**config.mk**
```make
export PLATFORM = sky130hd
export DESIGN_NAME = typewriter_out
export DESIGN_NICKNAME = d
export VERILOG_FILES = /design/src/rtl/g15_io_pkg.sv /design/src/rtl/g15_char_to_ascii.sv /design/src/rtl/typewriter_out.sv
export SDC_FILE = /design/constraint.sdc
export NUM_CORES = 1
export LEC_CHECK = 0
export CAP_MARGIN = 20
export CORE_UTILIZATION = 43
export DETAILED_ROUTE_END_ITERATION = 7
export HOLD_SLACK_MARGIN = 0.15
export PLACE_DENSITY = 0.72
export RECOVER_POWER = 25
export SYNTH_ARGS = -nofsm -noshare
export SYNTH_HDL_FRONTEND = slang
export SYNTH_HIERARCHICAL = 1
export SYNTH_SLANG_ARGS = --single-unit
export TNS_END_PERCENT = 20
```
**constraint.sdc**
```tcl
create_clock -name CLOCK -period 1.6 [get_ports CLOCK]
set_input_delay 0.48 -clock CLOCK [delete_from_list [all_inputs] [get_ports CLOCK]]
set_output_delay 0.48 -clock CLOCK [all_outputs]
set_load 0.005 [all_outputs]
```
**src/rtl/g15_io_pkg.sv**
```systemverilog
// Shared G-15 I/O definitions: character codes and typewriter responder states.
package g15_io_pkg;

   typedef logic [4:0] g15_char_t;

   localparam g15_char_t CH_SPACE  = 5'b00000;
   localparam g15_char_t CH_MINUS  = 5'b00001;
   localparam g15_char_t CH_CR     = 5'b00010;
   localparam g15_char_t CH_TAB    = 5'b00011;
   localparam g15_char_t CH_STOP   = 5'b00100;
   localparam g15_char_t CH_RELOAD = 5'b00101;
   localparam g15_char_t CH_PERIOD = 5'b00110;
   localparam g15_char_t CH_WAIT   = 5'b00111;

   typedef enum logic [2:0] {
      IDLE,
      EMIT,
      EMIT_LF,
      PRINT,
      FEEDBACK
   } tw_state_e;

endpackage

```
**src/rtl/g15_char_to_ascii.sv**
```systemverilog
// Combinational translation of a G-15 output character code to its ASCII byte.
module g15_char_to_ascii
   import g15_io_pkg::*;
(
   input  g15_char_t   code,
   output logic [7:0]  ascii,
   output logic        printing,
   output logic        is_cr
);

   always_comb begin
      ascii    = 8'h3F;
      printing = 1'b1;
      is_cr    = 1'b0;
      if (code[4]) begin
         // hex digits A..F print as the letters u..z
         if (code[3:0] < 4'd10) ascii = 8'h30 + {4'h0, code[3:0]};
         else                   ascii = 8'h6B + {4'h0, code[3:0]};
      end else if (!code[3]) begin
         case (code)
            CH_SPACE:  ascii = 8'h20;
            CH_MINUS:  ascii = 8'h2D;
            CH_CR: begin
               ascii = 8'h0D;
               is_cr = 1'b1;
            end
            CH_TAB:    ascii = 8'h09;
            CH_PERIOD: ascii = 8'h2E;
            CH_STOP, CH_RELOAD, CH_WAIT: begin
               ascii    = 8'h00;
               printing = 1'b0;
            end
            default:   ascii = 8'h3F;
         endcase
      end
   end

endmodule

```
**src/rtl/typewriter_out.sv**
```systemverilog
// G-15 typewriter responder: ASCII byte stream out, print-time emulation, KEY_FB pulse back.
module typewriter_out
   import g15_io_pkg::*;
#(
   parameter int CHAR_WT = 270,
   parameter int CR_WT   = 810,
   parameter int FB_CLKS = 4
) (
   input  logic        CLOCK,
   input  logic        rst,
   input  logic        T0,
   input  logic        TYPE,
   input  logic        char_stb,
   input  logic [4:0]  char_code,
   output logic [7:0]  out_tdata,
   output logic        out_tvalid,
   input  logic        out_tready,
   output logic        KEY_FB,
   output logic        busy,
   output logic        overrun
);

   localparam int MAX_WT = (CHAR_WT > CR_WT) ? CHAR_WT : CR_WT;
   localparam int CNT_W  = $clog2(MAX_WT + 1);
   localparam int FB_W   = (FB_CLKS > 1) ? $clog2(FB_CLKS) : 1;

   tw_state_e          state_q, state_d;
   logic [CNT_W-1:0]   cnt_q, cnt_d;
   logic [FB_W-1:0]    fb_q, fb_d;
   logic [7:0]         data_q, data_d;
   logic               cr_q, cr_d;
   logic               ovr_q, ovr_d;

   logic [7:0]         map_ascii;
   logic               map_printing;
   logic               map_is_cr;

   g15_char_to_ascii u_map (
      .code     (char_code),
      .ascii    (map_ascii),
      .printing (map_printing),
      .is_cr    (map_is_cr)
   );

   always_comb begin
      state_d = state_q;
      cnt_d   = cnt_q;
      fb_d    = fb_q;
      data_d  = data_q;
      cr_d    = cr_q;
      ovr_d   = ovr_q;
      // any strobe outside IDLE is dropped, including on the FEEDBACK exit cycle
      if (char_stb && (state_q != IDLE)) ovr_d = 1'b1;
      case (state_q)
         IDLE: begin
            if (char_stb && TYPE) begin
               cr_d = map_is_cr;
               if (map_printing) begin
                  data_d  = map_ascii;
                  state_d = EMIT;
               end else begin
                  fb_d    = '0;
                  state_d = FEEDBACK;
               end
            end
         end
         EMIT: begin
            if (out_tready) begin
               if (cr_q) begin
                  data_d  = 8'h0A;
                  state_d = EMIT_LF;
               end else begin
                  cnt_d   = CNT_W'(CHAR_WT);
                  state_d = PRINT;
               end
            end
         end
         EMIT_LF: begin
            if (out_tready) begin
               cnt_d   = CNT_W'(CR_WT);
               state_d = PRINT;
            end
         end
         PRINT: begin
            // a loaded count of zero finishes on the first tick, same as one
            if (T0) begin
               if (cnt_q <= CNT_W'(1)) begin
                  fb_d    = '0;
                  state_d = FEEDBACK;
               end else begin
                  cnt_d = cnt_q - CNT_W'(1);
               end
            end
         end
         FEEDBACK: begin
            if (fb_q == FB_W'(FB_CLKS - 1)) state_d = IDLE;
            else                            fb_d    = fb_q + FB_W'(1);
         end
         default: state_d = IDLE;
      endcase
   end

   always_ff @(posedge CLOCK or negedge rst) begin
      if (!rst) begin
         state_q <= IDLE;
         cnt_q   <= '0;
         fb_q    <= '0;
         data_q  <= '0;
         cr_q    <= 1'b0;
         ovr_q   <= 1'b0;
      end else begin
         state_q <= state_d;
         cnt_q   <= cnt_d;
         fb_q    <= fb_d;
         data_q  <= data_d;
         cr_q    <= cr_d;
         ovr_q   <= ovr_d;
      end
   end

   assign out_tdata  = data_q;
   assign out_tvalid = (state_q == EMIT) || (state_q == EMIT_LF);
   assign KEY_FB     = (state_q == FEEDBACK);
   assign busy       = (state_q != IDLE);
   assign overrun    = ovr_q;

endmodule
```
==> images/sizes.png <==
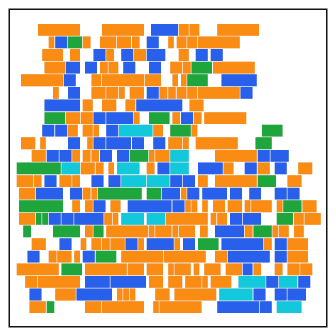
[green] _2 cells | cells: 26 | share: 9.0%
[cyan] _6 and larger | cells: 13 | share: 4.5% | most used: buf_6
[blue] _3 and _4 cells | cells: 85 | share: 29% | most used: buf_4
[orange] _0 and _1 cells | cells: 165 | share: 57% | most used: dfrtp_1

==> images/clocks.png <==
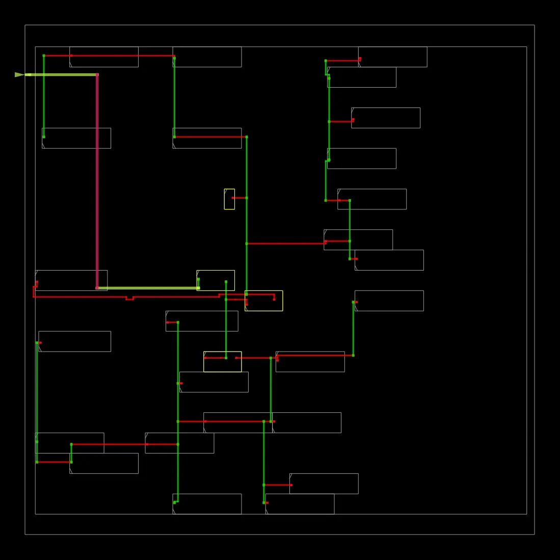
Clock Sink Count: 25
clk pwr: 383 uW
flip-flops: 25
Setup Skew: 0.00734 ns

==> impl_metrics.ini <==
; synthesis and place-and-route metrics
[cells_and_area]
mostFrequentLayoutCell = buf_4
clock_buffers = 4
nNonClkBuffers = 89
n_fill_cell = 290
logic_area_mm2 = 0.00135
drive_gt1_frac = 0.429
logic_gates = 152
comb_share = 0.460
final_nets = 309
inv_count = 19

[clocking]
cts_tree = yes
cts_root_buf = clkbuf_8
insertion_delay_ns = 0.27
cts_buffers = 3
cts_resized = 50

[floorplanning]
pin_count = 23
dieHeight_um = 68.2
num_rows = 23
die_area_mm2 = 0.00465
coreArea_mm2 = 0.00412
n_tap_cell = 50

[global_routing]
grt_max_degree = 26
grt_pass1_vias = 1842
busiest_layer = met2
grt_util_met1 = 0.315
met2_usage = 0.401
overflow = 0
grtUsageTotal = 0.235
grt_use_met3 = 0.0167

[logic_synthesis]
edf_count = 0
syn_avg_cell_area_um2 = 9.06
synthMuxAreaShare = 0.0737
synth-async-reset-ratio = 1.00
postSynthCellCount = 208
ys_sh_aoi = 0.241
adder_share = 0.0531
synth_cell_types = 66

[power]
pg_comb_uw = 3030
power_density_mw_per_mm2 = 1550
comb_power_share = 0.666
switching_power_uw = 1880
ir_drop_v = 0.00146
top_power_group = combinational cells

[setup_path]
slowest_stage = or3_4
cp_max_fo = 6
r2r-end = out_tdata[5]$_DFFE_PN0P_
rrSetupSlack_ns = -0.18
crit_chain = buf_12 -> inv_12 -> ha_4 -> or3_4 -> nand3_4 -> nand4_1 -> a2bb2oi_4 -> buf_6 -> mux2i_1

[run_status]
status = finished, violations left
violations = setup timing

[final_timing]
setup_viol = 25
finalWorstSetupSlack_ns = -0.220
worstMarginPinSlew_ns = 0.649
rsz0062_at_grt = true

[placed_design]
dp_slack_ns = -1.05
place.gp.congestion = 0.847

[run]
warning_count = 34

[route]
highest_layer = met4
first_pass_iters = 4
vias_per_cell = 5.57
post_drt_wl_per_cell_um = 16.1
drc = 0
ant_nets = 0
wl_met3_um = 132

[hold_path]
worstHoldEndpoint = overrun$_DFFE_PN0P_
hp-class = reg -> reg
==> images/layer_met2.png <==
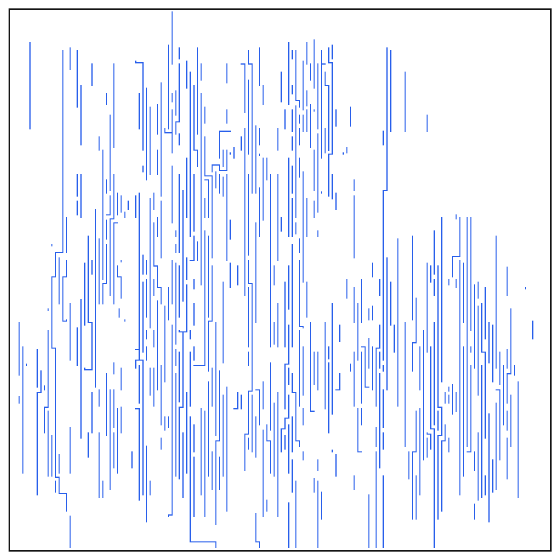
nets with wire on the layer: 261
longest straight run: 29.6 um
share of all routed wire: 50%

==> through the flow <==
step	cell area, um^2	power (uW)	util
finish	2940	4540	0.714
global route	2940	4870	0.714
CTS	2810	4280	0.683
detailed placement	2620	3740	0.635
global placement	2620	3690	0.635
floorplan	1940	2480	-
==> kinds of logic after synthesis <==
| logic type | count (synthesis) |
|---|---|
| buf+inv | 31 |
| flops | 25 |
| mux | 13 |
| fa+ha+maj | 8 |
| simple gates | 70 |
| xor+xnor | 1 |
| other cells | 1 |
| compound gates | 59 |
==> state kept, by name, summed over array words and instances, names as in the netlist <==
signal / count
cr_q: 1
fb_q: 2
cnt_q: 10
overrun: 1
out_tdata: 8
state_q: 3
==> synthesized netlist by cell type (all sizes together), types with 2 or more instances <==
| library cell | count | area share |
|---|---|---|
| a2bb2oi | 2 | 0.019 |
| o2111ai | 2 | 0.0093 |
| or3 | 3 | 0.013 |
| a21o | 2 | 0.0080 |
| nand3 | 8 | 0.021 |
| nand2 | 16 | 0.036 |
| nor3 | 13 | 0.043 |
| or3b | 2 | 0.0093 |
| a21oi | 9 | 0.024 |
| a32oi | 2 | 0.0093 |
| o21ai | 6 | 0.016 |
| nor4 | 5 | 0.028 |
| nand2b | 5 | 0.017 |
| a31oi | 12 | 0.040 |
| a211oi | 2 | 0.011 |
| ha | 8 | 0.053 |
| o211a | 2 | 0.011 |
| clkbuf | 3 | 0.0060 |
| buf | 9 | 0.029 |
| inv | 18 | 0.036 |
| o31ai | 3 | 0.012 |
| dfrtp | 25 | 0.33 |
| mux2 | 7 | 0.042 |
| a22oi | 2 | 0.011 |
| a22o | 3 | 0.014 |
| nor2 | 7 | 0.014 |
| and3 | 2 | 0.0066 |
| nand4 | 2 | 0.0066 |
| mux2i | 6 | 0.032 |
Power and IR drop assume default switching activity.
